[src/rtl/cache_arbiter_if.sv]
`default_nettype none
// ============================================================================
//  Module      : cache_arbiter_if
//  Description : Physical-memory port bundle shared by cache miss ports,
//                the arbiter and physical memory. The master issues
//                line-read/line-write requests; the slave returns data and
//                a one-cycle completion pulse.
//  Revision    : 1.0 - initial release
// ============================================================================
interface cache_arbiter_if #(
    parameter int ADDR_WIDTH = 16,
    parameter int LINE_WIDTH = 128
) ();
    logic                  pmem_read;
    logic                  pmem_write;
    logic [ADDR_WIDTH-1:0] pmem_address;
    logic [LINE_WIDTH-1:0] pmem_wdata;
    logic [LINE_WIDTH-1:0] pmem_rdata;
    logic                  pmem_resp;

    modport master (
        output pmem_read,
        output pmem_write,
        output pmem_address,
        output pmem_wdata,
        input  pmem_rdata,
        input  pmem_resp
    );

    modport slave (
        input  pmem_read,
        input  pmem_write,
        input  pmem_address,
        input  pmem_wdata,
        output pmem_rdata,
        output pmem_resp
    );
endinterface
`default_nettype wire

[src/rtl/cache_arbiter.sv]
`default_nettype none
// ============================================================================
//  Module      : cache_arbiter
//  Description : Round-robin arbiter serializing whole cache-line
//                transactions from the icache and dcache miss ports onto a
//                single physical-memory port. Address and write line are
//                captured at grant and held for the whole transaction.
//  Revision    : 1.0 - initial release
// ============================================================================
module cache_arbiter #(
    parameter int ADDR_WIDTH = 16,
    parameter int LINE_WIDTH = 128
) (
    input  logic            clk,
    input  logic            rst,
    cache_arbiter_if.slave  icache,
    cache_arbiter_if.slave  dcache,
    cache_arbiter_if.master pmem
);

    typedef enum logic [1:0] {
        IDLE    = 2'd0,
        SERVE_I = 2'd1,
        SERVE_D = 2'd2
    } state_t;

    state_t                r_state;
    state_t                w_next_state;
    logic                  r_last_grant;   // 0 = icache, 1 = dcache
    logic                  r_op_is_write;
    logic [ADDR_WIDTH-1:0] r_addr_q;
    logic [LINE_WIDTH-1:0] r_wdata_q;

    logic                  w_i_req;
    logic                  w_d_req;
    logic                  w_grant;
    logic                  w_grant_d;
    logic                  w_pmem_read;
    logic                  w_pmem_write;
    logic                  w_i_resp;
    logic                  w_d_resp;

    assign w_i_req = icache.pmem_read | icache.pmem_write;
    assign w_d_req = dcache.pmem_read | dcache.pmem_write;

    // Next-state arbitration and per-state outputs
    always_comb begin
        w_next_state = r_state;
        w_grant      = 1'b0;
        w_grant_d    = 1'b0;
        w_pmem_read  = 1'b0;
        w_pmem_write = 1'b0;
        w_i_resp     = 1'b0;
        w_d_resp     = 1'b0;
        case (r_state)
            IDLE: begin
                // On a tie the client that was not served last wins
                if (w_i_req && w_d_req) begin
                    w_grant   = 1'b1;
                    w_grant_d = ~r_last_grant;
                end else if (w_i_req) begin
                    w_grant   = 1'b1;
                end else if (w_d_req) begin
                    w_grant   = 1'b1;
                    w_grant_d = 1'b1;
                end
                if (w_grant) begin
                    w_next_state = w_grant_d ? SERVE_D : SERVE_I;
                end
            end
            SERVE_I: begin
                w_pmem_read  = ~r_op_is_write;
                w_pmem_write = r_op_is_write;
                w_i_resp     = pmem.pmem_resp;
                if (pmem.pmem_resp) begin
                    w_next_state = IDLE;
                end
            end
            SERVE_D: begin
                w_pmem_read  = ~r_op_is_write;
                w_pmem_write = r_op_is_write;
                w_d_resp     = pmem.pmem_resp;
                if (pmem.pmem_resp) begin
                    w_next_state = IDLE;
                end
            end
            default: begin
                w_next_state = IDLE;
            end
        endcase
    end

    // State register
    always_ff @(posedge clk) begin
        if (rst) begin
            r_state <= IDLE;
        end else begin
            r_state <= w_next_state;
        end
    end

    // Capture the granted client's transaction so memory sees stable inputs
    always_ff @(posedge clk) begin
        if (rst) begin
            r_last_grant  <= 1'b1;
            r_op_is_write <= 1'b0;
            r_addr_q      <= '0;
            r_wdata_q     <= '0;
        end else if (w_grant) begin
            r_last_grant <= w_grant_d;
            if (w_grant_d) begin
                // Read and write both asserted is treated as a write
                r_op_is_write <= dcache.pmem_write;
                r_addr_q      <= dcache.pmem_address;
                r_wdata_q     <= dcache.pmem_wdata;
            end else begin
                r_op_is_write <= icache.pmem_write;
                r_addr_q      <= icache.pmem_address;
                r_wdata_q     <= icache.pmem_wdata;
            end
        end
    end

    assign pmem.pmem_read    = w_pmem_read;
    assign pmem.pmem_write   = w_pmem_write;
    assign pmem.pmem_address = r_addr_q;
    assign pmem.pmem_wdata   = r_wdata_q;

    // Read data goes to both clients; only the served one sees resp
    assign icache.pmem_rdata = pmem.pmem_rdata;
    assign dcache.pmem_rdata = pmem.pmem_rdata;
    assign icache.pmem_resp  = w_i_resp;
    assign dcache.pmem_resp  = w_d_resp;

endmodule
`default_nettype wire

[src/flat_wrapper.sv]
// flat-port wrapper written by rule: the top's interface ports become plain ports
module cache_arbiter_flat 
#(
    parameter int ADDR_WIDTH = 16,
    parameter int LINE_WIDTH = 128
)
  (clk, rst, icache_pmem_read, icache_pmem_write, icache_pmem_address, icache_pmem_wdata, icache_pmem_rdata, icache_pmem_resp, dcache_pmem_read, dcache_pmem_write, dcache_pmem_address, dcache_pmem_wdata, dcache_pmem_rdata, dcache_pmem_resp, pmem_pmem_read, pmem_pmem_write, pmem_pmem_address, pmem_pmem_wdata, pmem_pmem_rdata, pmem_pmem_resp);
  cache_arbiter_if #(.ADDR_WIDTH(ADDR_WIDTH), .LINE_WIDTH(LINE_WIDTH)) icache_i ();
  cache_arbiter_if #(.ADDR_WIDTH(ADDR_WIDTH), .LINE_WIDTH(LINE_WIDTH)) dcache_i ();
  cache_arbiter_if #(.ADDR_WIDTH(ADDR_WIDTH), .LINE_WIDTH(LINE_WIDTH)) pmem_i ();
  input  logic clk;
  input  logic rst;
  input wire logic [$bits(icache_i.pmem_read)-1:0] icache_pmem_read;
  input wire logic [$bits(icache_i.pmem_write)-1:0] icache_pmem_write;
  input wire logic [$bits(icache_i.pmem_address)-1:0] icache_pmem_address;
  input wire logic [$bits(icache_i.pmem_wdata)-1:0] icache_pmem_wdata;
  output wire logic [$bits(icache_i.pmem_rdata)-1:0] icache_pmem_rdata;
  output wire logic [$bits(icache_i.pmem_resp)-1:0] icache_pmem_resp;
  input wire logic [$bits(dcache_i.pmem_read)-1:0] dcache_pmem_read;
  input wire logic [$bits(dcache_i.pmem_write)-1:0] dcache_pmem_write;
  input wire logic [$bits(dcache_i.pmem_address)-1:0] dcache_pmem_address;
  input wire logic [$bits(dcache_i.pmem_wdata)-1:0] dcache_pmem_wdata;
  output wire logic [$bits(dcache_i.pmem_rdata)-1:0] dcache_pmem_rdata;
  output wire logic [$bits(dcache_i.pmem_resp)-1:0] dcache_pmem_resp;
  output wire logic [$bits(pmem_i.pmem_read)-1:0] pmem_pmem_read;
  output wire logic [$bits(pmem_i.pmem_write)-1:0] pmem_pmem_write;
  output wire logic [$bits(pmem_i.pmem_address)-1:0] pmem_pmem_address;
  output wire logic [$bits(pmem_i.pmem_wdata)-1:0] pmem_pmem_wdata;
  input wire logic [$bits(pmem_i.pmem_rdata)-1:0] pmem_pmem_rdata;
  input wire logic [$bits(pmem_i.pmem_resp)-1:0] pmem_pmem_resp;
  assign icache_i.pmem_read = icache_pmem_read;
  assign icache_i.pmem_write = icache_pmem_write;
  assign icache_i.pmem_address = icache_pmem_address;
  assign icache_i.pmem_wdata = icache_pmem_wdata;
  assign icache_pmem_rdata = icache_i.pmem_rdata;
  assign icache_pmem_resp = icache_i.pmem_resp;
  assign dcache_i.pmem_read = dcache_pmem_read;
  assign dcache_i.pmem_write = dcache_pmem_write;
  assign dcache_i.pmem_address = dcache_pmem_address;
  assign dcache_i.pmem_wdata = dcache_pmem_wdata;
  assign dcache_pmem_rdata = dcache_i.pmem_rdata;
  assign dcache_pmem_resp = dcache_i.pmem_resp;
  assign pmem_pmem_read = pmem_i.pmem_read;
  assign pmem_pmem_write = pmem_i.pmem_write;
  assign pmem_pmem_address = pmem_i.pmem_address;
  assign pmem_pmem_wdata = pmem_i.pmem_wdata;
  assign pmem_i.pmem_rdata = pmem_pmem_rdata;
  assign pmem_i.pmem_resp = pmem_pmem_resp;
  cache_arbiter #(.ADDR_WIDTH(ADDR_WIDTH), .LINE_WIDTH(LINE_WIDTH)) u_core (.clk(clk), .rst(rst), .icache(icache_i), .dcache(dcache_i), .pmem(pmem_i));
endmodule
[config.mk]
export PLATFORM = sky130hd
export DESIGN_NAME = cache_arbiter_flat
export DESIGN_NICKNAME = d
export VERILOG_FILES = /design/src/rtl/cache_arbiter_if.sv /design/src/rtl/cache_arbiter.sv /design/src/flat_wrapper.sv
export SDC_FILE = /design/constraint.sdc
export NUM_CORES = 1
export LEC_CHECK = 0
export CAP_MARGIN = 30
export CORE_AREA = 2 2 322 324
export DETAILED_ROUTE_END_ITERATION = 6
export DIE_AREA = 0 0 324 326
export PLACE_DENSITY_LB_ADDON = 0.05
export SLEW_MARGIN = 30
export SYNTH_ARGS = -nofsm -noshare
export SYNTH_HDL_FRONTEND = slang
export SYNTH_SLANG_ARGS = --single-unit
export TNS_END_PERCENT = 20
[constraint.sdc]
create_clock -name clk -period 5.2 [get_ports clk]
set_clock_uncertainty 0.1 [all_clocks]
set_input_delay 1.3 -clock clk [delete_from_list [all_inputs] [get_ports clk]]
set_output_delay 1.3 -clock clk [all_outputs]
set_load 0.02 [all_outputs]
Run 1, cell classes on the final placement:
Scale bar: 100 um. Fill, decap, tap and diode cells in gray.
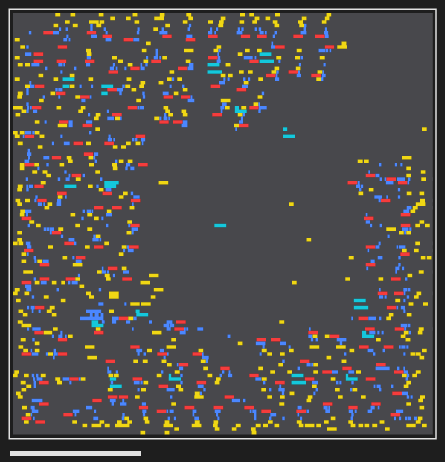
other buffers and delay cells -> yellow  # cells 456, share of their area 39%
combinational and other logic -> blue  # cells 609, share of their area 30%
clock drivers and dummy loads -> cyan  # cells 32, share of their area 5.7%
flops -> red  # cells 148, share of their area 25%

Run 1, cell area per tile:
The die is cut into 32 by 33 equal tiles; white is low, dark blue is high, 0 to 100% covered.
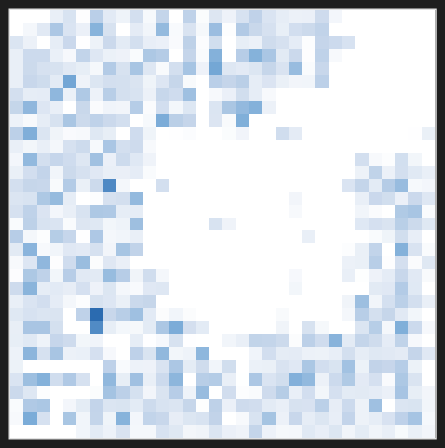
tiles over 75% full = 0.10%
nearly empty tiles = 38%
fullest tile = 76%
Layout Utilization: 0.1328
Pre-Place Util: 0.08640

Run 1, the metal 4 layer:
Scale bar: 100 um. Supply wires on this layer in gray.
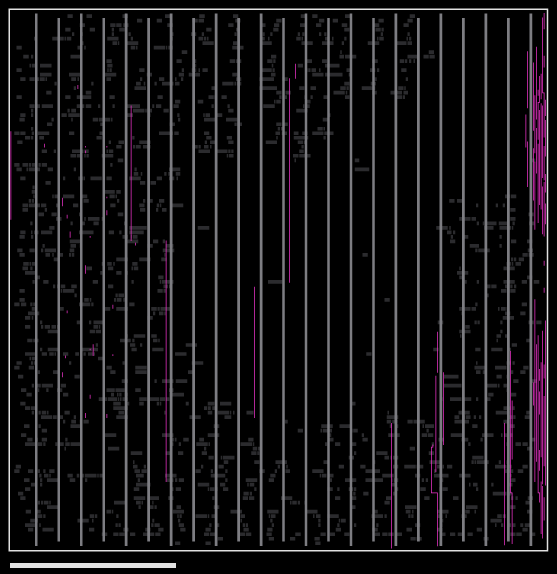
nets with wire on the layer = 62
main direction = vertical
Post-Route WL: 55820 um
DR vias: 8336

==> run_results.csv, run 1 <==
group,metric,value,unit
clock_network,cts.path.max_buffers,2,
global_routing,grt_max_degree,86,
flow_run,maxCapViolations,0,
route,firstDrtPassIters,4,
synthesis,synth.top_cell.area_share,0.3342,
finish,final_cell_mix,"clkdlybuf4s50_1 (442), dfxtp_1 (148), inv_1 (147)",
clock_network,cts_tree,"done",
place,dp_hpwl,39550,um
synthesis,yosysWarnings,0,
synthesis,edf_count,0,
finish,dominant_cells,"buffers",
finish,final_cell_area,13630,um^2
flow_run,tool_warnings,28,
clock_network,cts.sinks,148,
timing,tns,0,ns
setup_path,slowest_delay,0.61,ns
finish,area_growth,53.74,%
clock_network,postCtsSetupBuffers,0,
finish,signal_buffers,456,
die,die_w,324,um
setup_path,cp.required,3.80,ns
place,placed_area,12940,um^2
die,rows,118,
synthesis,top_cell,"buf_4",
timing,fin_crit,3.948,ns
die,tap_cells,1380,
synthesis,ys_ff,148,
timing,tightest_slew,0.9937,ns
run_status,status,"completed",
timing,setup_ws,1.252,ns
synthesis,async_flop_share,0,
pwr,leakage,4.389,nW
synthesis,yosysTopAreaCell,"dfxtp_1",
route,drt_iter0_drc,331,
timing,max_freq,0.2533,GHz
synthesis,ys_sh_xor,0,
finish,seq_share,0.2174,
setup_path,startpoint_type,"input port",
synthesis,yosysCellCount,1108,
die,num_io_pins,827,
place,routabilityCongestion,0.6668,
synthesis,muxShareOfSynthArea,0,
finish,final-instance-count-excl-fill,2631,
timing,finalSetupViolCount,0,
route,wire_per_inst,21.22,um
place,dp_slack,1.236,ns
setup_path,worstPathCellList,"clkdlybuf4s50_1 > and2_1 > clkdlybuf4s50_1",
finish,clk_share,0.04957,
finish,antennaDiodeCount,6,
route,via_per_inst,3.168,
setup_path,path_class,"in -> out",
setup_path,cp_common_cell,"clkdlybuf4s50_1",
synthesis,ys_seq_frac,0.3342,
pwr,swShare,0.4115,
die,chipArea,105600,um^2
synthesis,ys_sh_simple,0.09046,
pwr,vdd_drop_max,0.2113,mV
synthesis,ys_sh_aoi,0.2413,
timing,drv_slew,0,
clock_network,htreeDepth,4,
global_routing,grt_overflow,0,
synthesis,top_cells_by_area,"dfxtp_1 (33%), buf_4 (22%), o32ai_1 (14%), a21oi_1 (8.2%), nor3_1 (8.1%)",
timing,hold-worst-slack,0.3538,ns
pwr,pwr_density_cell,434.3,nW/um^2
synthesis,synthCells,1108,
place,dp_cells,2593,
finish,design.seq.count,148,
pwr,seqPwrFrac,0.275,
finish,drive_above_1_share,0.04980,
setup_path,cpMaxStageDelayCell,"clkdlybuf4s50_1",
pwr,total_power,5.919,mW
timing,hold_violations,0,
finish,seq_area,2963,um^2
finish,comb_area_frac,0.2215,
synthesis,ys.flop_type,"dfxtp_1",
finish,inverters,147,
synthesis,adder_share,0.004234,
clock_network,clk_latency,0.49,ns
clock_network,ctsHoldBuffers,0,
synthesis,synthTopCellsByCount,"buf_4 (259), dfxtp_1 (148), inv_1 (147), a21oi_1 (146), nor3_1 (144)",
timing,grt_setup_unrepaired,"no",
clock_network,root_buffer,"clkbuf_16",
finish,n_clock_buffer,21,
finish,logic_area,3019,um^2
finish,comb_cells,462,
die,die_h,326,um
pwr,p_sw,2.436,mW
synthesis,yosys_area,8866,um^2
synthesis,fp_nets,1534,
synthesis,synth.avg_cell_area,8.002,um^2
setup_path,critPathArrivalTime,2.55,ns
setup_path,cp-end-kind,"primary output",
clock_network,clkTransAtPathRegs,0.08,ns
pwr,combPwrFrac,0.464,
global_routing,grt_antenna_before_repair,27,
worst_hold_path,hp-class,"reg -> reg",
route,drc,0,
finish,fin_nets,1658,
place,port_buffers,442,
clock_network,cts_buffers,17,
timing,relSlewSlack,0.3361,
finish,buffer_area_frac,0.3433,
timing,finalClockPeriodUsage,0.7593,
synthesis,syn_area,8866,um^2
pwr,p_int,3.483,mW
synthesis,synth.logic.top_family,"buffers and inverters",
finish,layout_top_cell,"clkdlybuf4s50_1",
route,antenna_left,0,
global_routing,grtUsageTotal,0.1040,
pwr,p_clk_frac,0.261,
finish,nFillCells,11750,
global_routing,grt_pass1_wl,76200,um
die,core,102600,um^2
global_routing,grt_pass1_vias,9166,
synthesis,synth_cell_types,25,
setup_path,cp_max_fo,3,
clock_network,ctsResizeCount,0,
run 1: final timing paths:
path	start	depth (start not counted)	slack, ns	to
max	pmem_pmem_resp	3	1.25	dcache_pmem_resp
min	u_core.pmem.pmem_address[1]$_SDFFE_PP0P_	2	0.35	u_core.pmem.pmem_address[1]$_SDFFE_PP0P_
max reg2reg	u_core.r_state[1]$_SDFFE_PP0P_	5	2.77	u_core.r_state[1]$_SDFFE_PP0P_
min reg2reg	u_core.pmem.pmem_address[1]$_SDFFE_PP0P_	2	0.35	u_core.pmem.pmem_address[1]$_SDFFE_PP0P_
run 1: power by group through the flow:
stage | Combinational [mW] | Clock [mW] | Sequential, mW
floorplan | 1.26 | 0 | 1.98
global placement | 2.85 | 0 | 1.66
detailed placement | 2.84 | 0 | 1.65
CTS | 2.85 | 1.66 | 1.64
global route | 2.97 | 1.68 | 1.67
finish | 2.75 | 1.55 | 1.63
run 1: critical path, delay by kind of cell:
| kind | cells | cell delay (ns) |
|---|---|---|
| buffers and inverters | 2 | 1.11 |
| AND/OR/NAND/NOR | 1 | 0.14 |
run 1: sequential cells by signal, indices dropped and copies added (netlist names):
signal	cells
u_core.r_state	2
u_core.pmem.pmem_address	16
u_core.r_op_is_write	1
u_core.r_last_grant	1
u_core.pmem.pmem_wdata	128
run 1: per-layer routing:
| metal | vias to the layer above | GRT usage | share of wire | wire (um) |
|---|---|---|---|---|
| met5 | - | 0 | 0.0049 | 275 |
| met4 | 40 | 0.05344 | 0.045 | 2537 |
| met3 | 179 | 0.06298 | 0.13 | 7174 |
| met2 | 405 | 0.1596 | 0.45 | 24940 |
| met1 | 3854 | 0.1112 | 0.37 | 20900 |
| li1 | 3858 | - | - | - |
--- run 2 (diff from run 1) ---
CORE_AREA = 2 2 325 327   (was 2 2 322 324)
DIE_AREA = 0 0 327 329   (was 0 0 324 326)
clock period = 3.5 ns   (was 5.2 ns; I/O delays follow)
Run 2, track usage over the die:
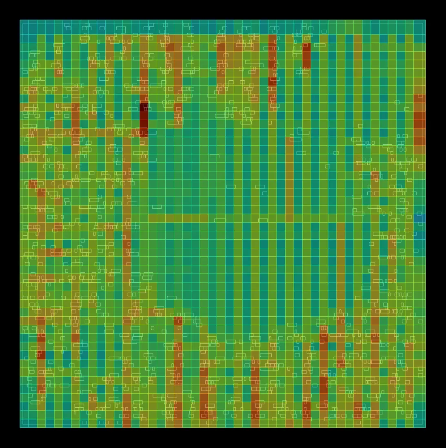
GRT Max-Usage Layer: met2
met3 Use GR: 0.06076

==> run 2 against run 1 <==
  * Via count grew 1.9%
  * Sequential power rose by 48%
  * Synthesized area did not move
  * Hold slack about the same
  * Worst setup slack worse by 0.92 ns
  * Routed wire length up 0.81%
  * Non-clock buffer count up 29
  * Power grew 48%
==> run_results.csv, run 2 <==
group,metric,value,unit
clock_network,clkTransAtPathRegs,0.07,ns
synthesis,ys.flop_type,"dfxtp_1",
die,core,104400,um^2
die,tap_cells,1391,
place,dp_hpwl,41480,um
synthesis,syn_area,8866,um^2
place,routabilityCongestion,0.6758,
pwr,total_power,8.757,mW
finish,drive_above_1_share,0.06918,
timing,finalClockPeriodUsage,0.9062,
clock_network,root_buffer,"clkbuf_16",
timing,max_freq,0.3153,GHz
timing,finalSetupViolCount,0,
global_routing,grt_pass1_wl,76590,um
pwr,pwr_density_cell,629.6,nW/um^2
finish,nFillCells,11880,
global_routing,grtUsageTotal,0.1023,
flow_run,maxCapViolations,0,
finish,dominant_cells,"buffers",
timing,grt_setup_unrepaired,"no",
global_routing,grt_pass1_vias,9300,
die,die_h,329,um
flow_run,tool_warnings,28,
finish,n_clock_buffer,20,
die,chipArea,107600,um^2
die,num_io_pins,827,
route,drt_iter0_drc,312,
clock_network,ctsResizeCount,0,
route,num_vias,8496,
clock_network,postCtsSetupBuffers,0,
finish,largest_reg_flops,128,
place,dp_cells,2633,
synthesis,top_cell,"buf_4",
route,wl,56270,um
timing,setup_ws,0.3283,ns
finish,antennaDiodeCount,2,
finish,comb_cells,462,
finish,seq_area,2963,um^2
setup_path,critPathTopFamily,"buffers and inverters",
synthesis,synthTopCellsByCount,"buf_4 (259), dfxtp_1 (148), inv_1 (147), a21oi_1 (146), nor3_1 (144)",
route,drc,0,
synthesis,yosysTopAreaCell,"dfxtp_1",
clock_network,cts.path.max_buffers,2,
timing,relSlewSlack,0.6271,
global_routing,grt_overflow,0,
synthesis,async_flop_share,0,
synthesis,synth.avg_cell_area,8.002,um^2
finish,buffer_area_frac,0.3629,
clock_network,ctsHoldBuffers,0,
finish,signal_buffers,485,
setup_path,worstPathCellList,"inv_1 > ha_1 > nor2b_1 > clkdlybuf4s50_1",
finish,inverters,147,
pwr,leakage,4.537,nW
die,rows,119,
setup_path,cpMaxStageDelayCell,"clkdlybuf4s50_1",
finish,logic_area,3019,um^2
global_routing,grt_antenna_before_repair,22,
finish,final-instance-count-excl-fill,2665,
place,port_buffers,442,
finish,clk_share,0.04183,
finish,comb_area_frac,0.2171,
finish,final_core_util,0.1333,
synthesis,synthCells,1108,
place,dp_slack,0.3554,ns
clock_network,clk_latency,0.49,ns
route,wire_per_inst,21.12,um
run_status,status,"completed",
setup_path,cp.required,2.52,ns
setup_path,slowest_delay,0.83,ns
setup_path,critPathArrivalTime,2.20,ns
global_routing,grt_max_degree,66,
place,placed_area,13320,um^2
[run 2: cell count changes in the layout (fill, tap and decap cells not counted), moves of 2 or more]
| cell | delta |
|---|---|
| buf_12 | +12 |
| buf_4 | +17 |
| bufinv_16 | -3 |
| clkbuf_8 | -2 |
| clkinv_4 | +2 |
| diode_2 | -4 |
[run 2: cells by family (layout without fill, tap and decap cells)]
kind of cell               count (synthesis)  after routing  share of synthesized area
adders and majority gates                  3              3                   0.004234
DFF                                      148            148                     0.3342
buffers and inverters                    498            662                     0.3298
other                                      0              2                          0
AOI/OAI and AO/OA                        300            300                     0.2413
and+or+nand+nor                          159            159                    0.09046
[run 2: path summary, 6_finish.rpt]
check / start / endpoint / slack (ns) / cells past startpoint
worst max-delay path: u_core.r_state[0]$_SDFFE_PP0P_ / pmem_pmem_read / 0.33 / 4
worst max register to register: u_core.r_state[0]$_SDFFE_PP0P_ / u_core.pmem.pmem_wdata[57]$_SDFFE_PP0P_ / 1.33 / 7
worst min register to register: u_core.pmem.pmem_wdata[77]$_SDFFE_PP0P_ / u_core.pmem.pmem_wdata[77]$_SDFFE_PP0P_ / 0.35 / 2
worst min-delay path: u_core.pmem.pmem_wdata[77]$_SDFFE_PP0P_ / u_core.pmem.pmem_wdata[77]$_SDFFE_PP0P_ / 0.35 / 2
[run 2: power by group]
| part | switching [mW] | internal, mW | total, mW |
|---|---|---|---|
| clock network | 0.975 | 1.09 | 2.06 |
| registers | 0.270 | 2.14 | 2.41 |
| logic | 2.43 | 1.85 | 4.28 |
[run 2: metal layers]
layer  GRT usage  routed length [um]  vias to the layer above
li1            -                   -                     3921
met1      0.1080               21160                     3988
met2      0.1628               26080                      386
met3     0.06076                6595                      165
met4     0.04787                2194                       36
met5           0                 247                        -
--- run 3 (diff from run 2) ---
--- a/config.mk
+++ b/config.mk
@@ -12,3 +12,2 @@
 export PLACE_DENSITY_LB_ADDON = 0.05
-export SLEW_MARGIN = 30
 export SYNTH_ARGS = -nofsm -noshare
==> constraint.sdc (replaced) <==
create_clock -name clk -period 3.5 [get_ports clk]
set_clock_uncertainty 0.1 [all_clocks]
set_input_delay 0.7 -clock clk [delete_from_list [all_inputs] [get_ports clk]]
set_output_delay 0.7 -clock clk [all_outputs]
set_load 0.02 [all_outputs]
Run 3, cell area per tile:
The die is cut into 33 by 33 equal tiles; white is low, dark blue is high, 0 to 100% covered.
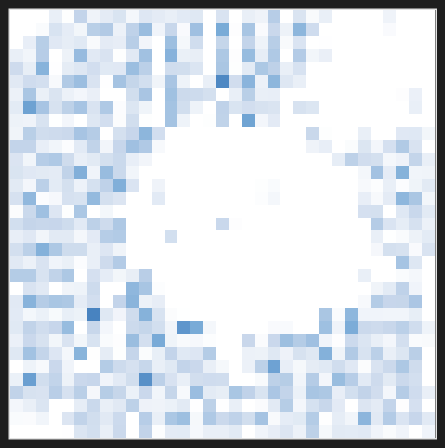
emptiest ninth of the die = center
mean over tiles = 11%
nearly empty tiles = 41%
fullest tile = 66%
Layout Utilization: 0.1333
core area: 104400 um^2
Pre-Place Util: 0.08494

==> run 3 against run 2 <==
  * First-iteration DRC count increased by 9.6%
  * Highest routed layer unchanged
  * Clock-buffer cell count unchanged
  * Hold slack improved by 0.0021 ns
  * Synthesized area unchanged
==> run_results.csv, run 3 <==
group,metric,value,unit
finish,layout_top_cell,"clkdlybuf4s50_1",
synthesis,fp_nets,1534,
global_routing,grt_pass1_vias,9139,
route,drc,0,
finish,area_growth,56.90,%
route,wl_met3,6226,um
route,routed.top_layer,"met5",
place,placed_area,13200,um^2
clock_network,ctsHoldBuffers,0,
timing,hold_violations,0,
timing,setup_ws,0.4115,ns
timing,max_freq,0.3238,GHz
route,wl,55960,um
finish,final-instance-count-excl-fill,2665,
timing,tightest_slew,0.5804,ns
route,firstDrtPassIters,5,
global_routing,grt_overflow,0,
synthesis,ys.flop_type,"dfxtp_1",
synthesis,ys_seq_frac,0.3342,
setup_path,cp-end-kind,"primary output",
clock_network,clkTransAtPathRegs,0.08,ns
synthesis,syn_area,8866,um^2
route,num_vias,8420,
timing,tns,0,ns
synthesis,async_flop_share,0,
synthesis,ys_ff,148,
place,port_buffers,442,
finish,final_cell_mix,"clkdlybuf4s50_1 (442), dfxtp_1 (148), inv_1 (147)",
route,antenna_left,0,
global_routing,met1_usage,0.1079,
synthesis,synth.avg_cell_area,8.002,um^2
synthesis,synth_cell_types,25,
synthesis,edf_count,0,
synthesis,top_cells_by_area,"dfxtp_1 (33%), buf_4 (22%), o32ai_1 (14%), a21oi_1 (8.2%), nor3_1 (8.1%)",
setup_path,startpoint_type,"flip-flop",
clock_network,cts_tree,"done",
finish,largest_reg_flops,128,
route,drt-met1-wl,21270,um
place,routabilityCongestion,0.6839,
timing,fin_crit,3.088,ns
synthesis,yosysTopAreaCell,"dfxtp_1",
timing,drv_slew,0,
setup_path,slowest_delay,0.74,ns
global_routing,busiest_layer,"met2",
synthesis,yosysCellCount,1108,
synthesis,synthCells,1108,
setup_path,path_class,"reg -> out",
pwr,vdd_drop_max,0.2343,mV
global_routing,grt_util_met3,0.05637,
global_routing,grtUsageTotal,0.1014,
global_routing,grt_antenna_before_repair,23,
route,via_per_inst,3.159,
clock_network,ctsResizeCount,0,
global_routing,met2_usage,0.1619,
flow_run,maxCapViolations,0,
synthesis,top_cell,"buf_4",
timing,finalClockPeriodUsage,0.8824,
setup_path,cpMaxStageDelayCell,"clkdlybuf4s50_1",
setup_path,cp_max_fo,3,
clock_network,clk_latency,0.50,ns
synthesis,yosys_area,8866,um^2
synthesis,yosysWarnings,0,
die,num_io_pins,827,
pwr,pwr_density_cell,647.1,nW/um^2
clock_network,cts_buffers,17,
clock_network,postCtsSetupBuffers,0,
die,chipArea,107600,um^2
timing,hold-worst-slack,0.3560,ns
route,wire_per_inst,21.00,um
clock_network,cts.sinks,148,
route,met2_wirelength,26000,um
route,drt_iter0_drc,342,
global_routing,grt_max_degree,65,
die,rows,119,
setup_path,worstPathCellList,"inv_1 > ha_1 > and2_1 > clkdlybuf4s50_1",
synthesis,synthTopCellsByCount,"buf_4 (259), dfxtp_1 (148), inv_1 (147), a21oi_1 (146), nor3_1 (144)",
timing,relSlewSlack,0.6123,
die,die_h,329,um
worst_hold_path,hp-class,"reg -> reg",
place,dp_cells,2625,
flow_run,tool_warnings,28,
place,dp_slack,0.5740,ns
finish,drive_above_1_share,0.06482,
setup_path,cp.required,2.70,ns
timing,finalSetupViolCount,0,
clock_network,root_buffer,"clkbuf_16",
finish,final_cell_area,13910,um^2
pwr,total_power,9.001,mW
clock_network,htreeDepth,4,
run_status,status,"completed",
timing,grt_setup_unrepaired,"no",
die,die_w,327,um
finish,fin_nets,1679,
pwr,leakage,4.520,nW
clock_network,cts.path.max_buffers,2,
place,dp_hpwl,41000,um
setup_path,critPathArrivalTime,2.29,ns
global_routing,grt_pass1_wl,75730,um
synthesis,synth.top_cell.area_share,0.3342,
==> run 3: cell counts after synthesis <==
No cell type changed its count.
==> run 3: critical path: cells and delay by family (launching register included) <==
kind                       cells  cell delay (ns)
adders and majority gates      1             0.45
buffers and inverters          2             0.81
DFF                            1             0.33
and+or+nand+nor                1             0.18
==> run 3: path summary, 6_finish.rpt <==
kind | start | to | slack [ns] | cells after the start
max | u_core.r_state[0]$_SDFFE_PP0P_ | pmem_pmem_write | 0.41 | 4
max reg2reg | u_core.r_state[1]$_SDFFE_PP0P_ | u_core.pmem.pmem_wdata[70]$_SDFFE_PP0P_ | 1.30 | 7
min | u_core.pmem.pmem_wdata[26]$_SDFFE_PP0P_ | u_core.pmem.pmem_wdata[26]$_SDFFE_PP0P_ | 0.36 | 2
min reg2reg | u_core.pmem.pmem_wdata[26]$_SDFFE_PP0P_ | u_core.pmem.pmem_wdata[26]$_SDFFE_PP0P_ | 0.36 | 2
==> run 3: area by class of cell <==
cell class,count,area [um^2]
clock inverters,11,222.7
clock buffers,20,466.7
repair buffers,477,4925
multi-input cells,462,3019
inverters,147,551.8
diodes,9,22.52
fillers,11860,90460
well taps,1391,1740
flip-flops and latches,148,2963
==> run 3: cell families (layout without fill, tap and decap cells) <==
kind of cell             count (synthesis)  after routing  share of synthesized area
adder cells (fa/ha/maj)                  3              3                   0.004234
other                                    0              9                          0
buffers and inverters                  498            655                     0.3298
AND-OR/OR-AND                          300            300                     0.2413
AND/OR/NAND/NOR                        159            159                    0.09046
flip-flops                             148            148                     0.3342
==> run 3: power by group <==
part | leakage (nW) | internal, mW | total (mW) | switching, mW
combinational | 2.96 | 1.81 | 4.22 | 2.42
clock | 0.333 | 1.40 | 2.36 | 0.964
sequential | 1.23 | 2.14 | 2.42 | 0.274
total | 4.52 | 5.35 | 9.00 | 3.65
No activity file was given, so power comes from the tool's default toggle rates.
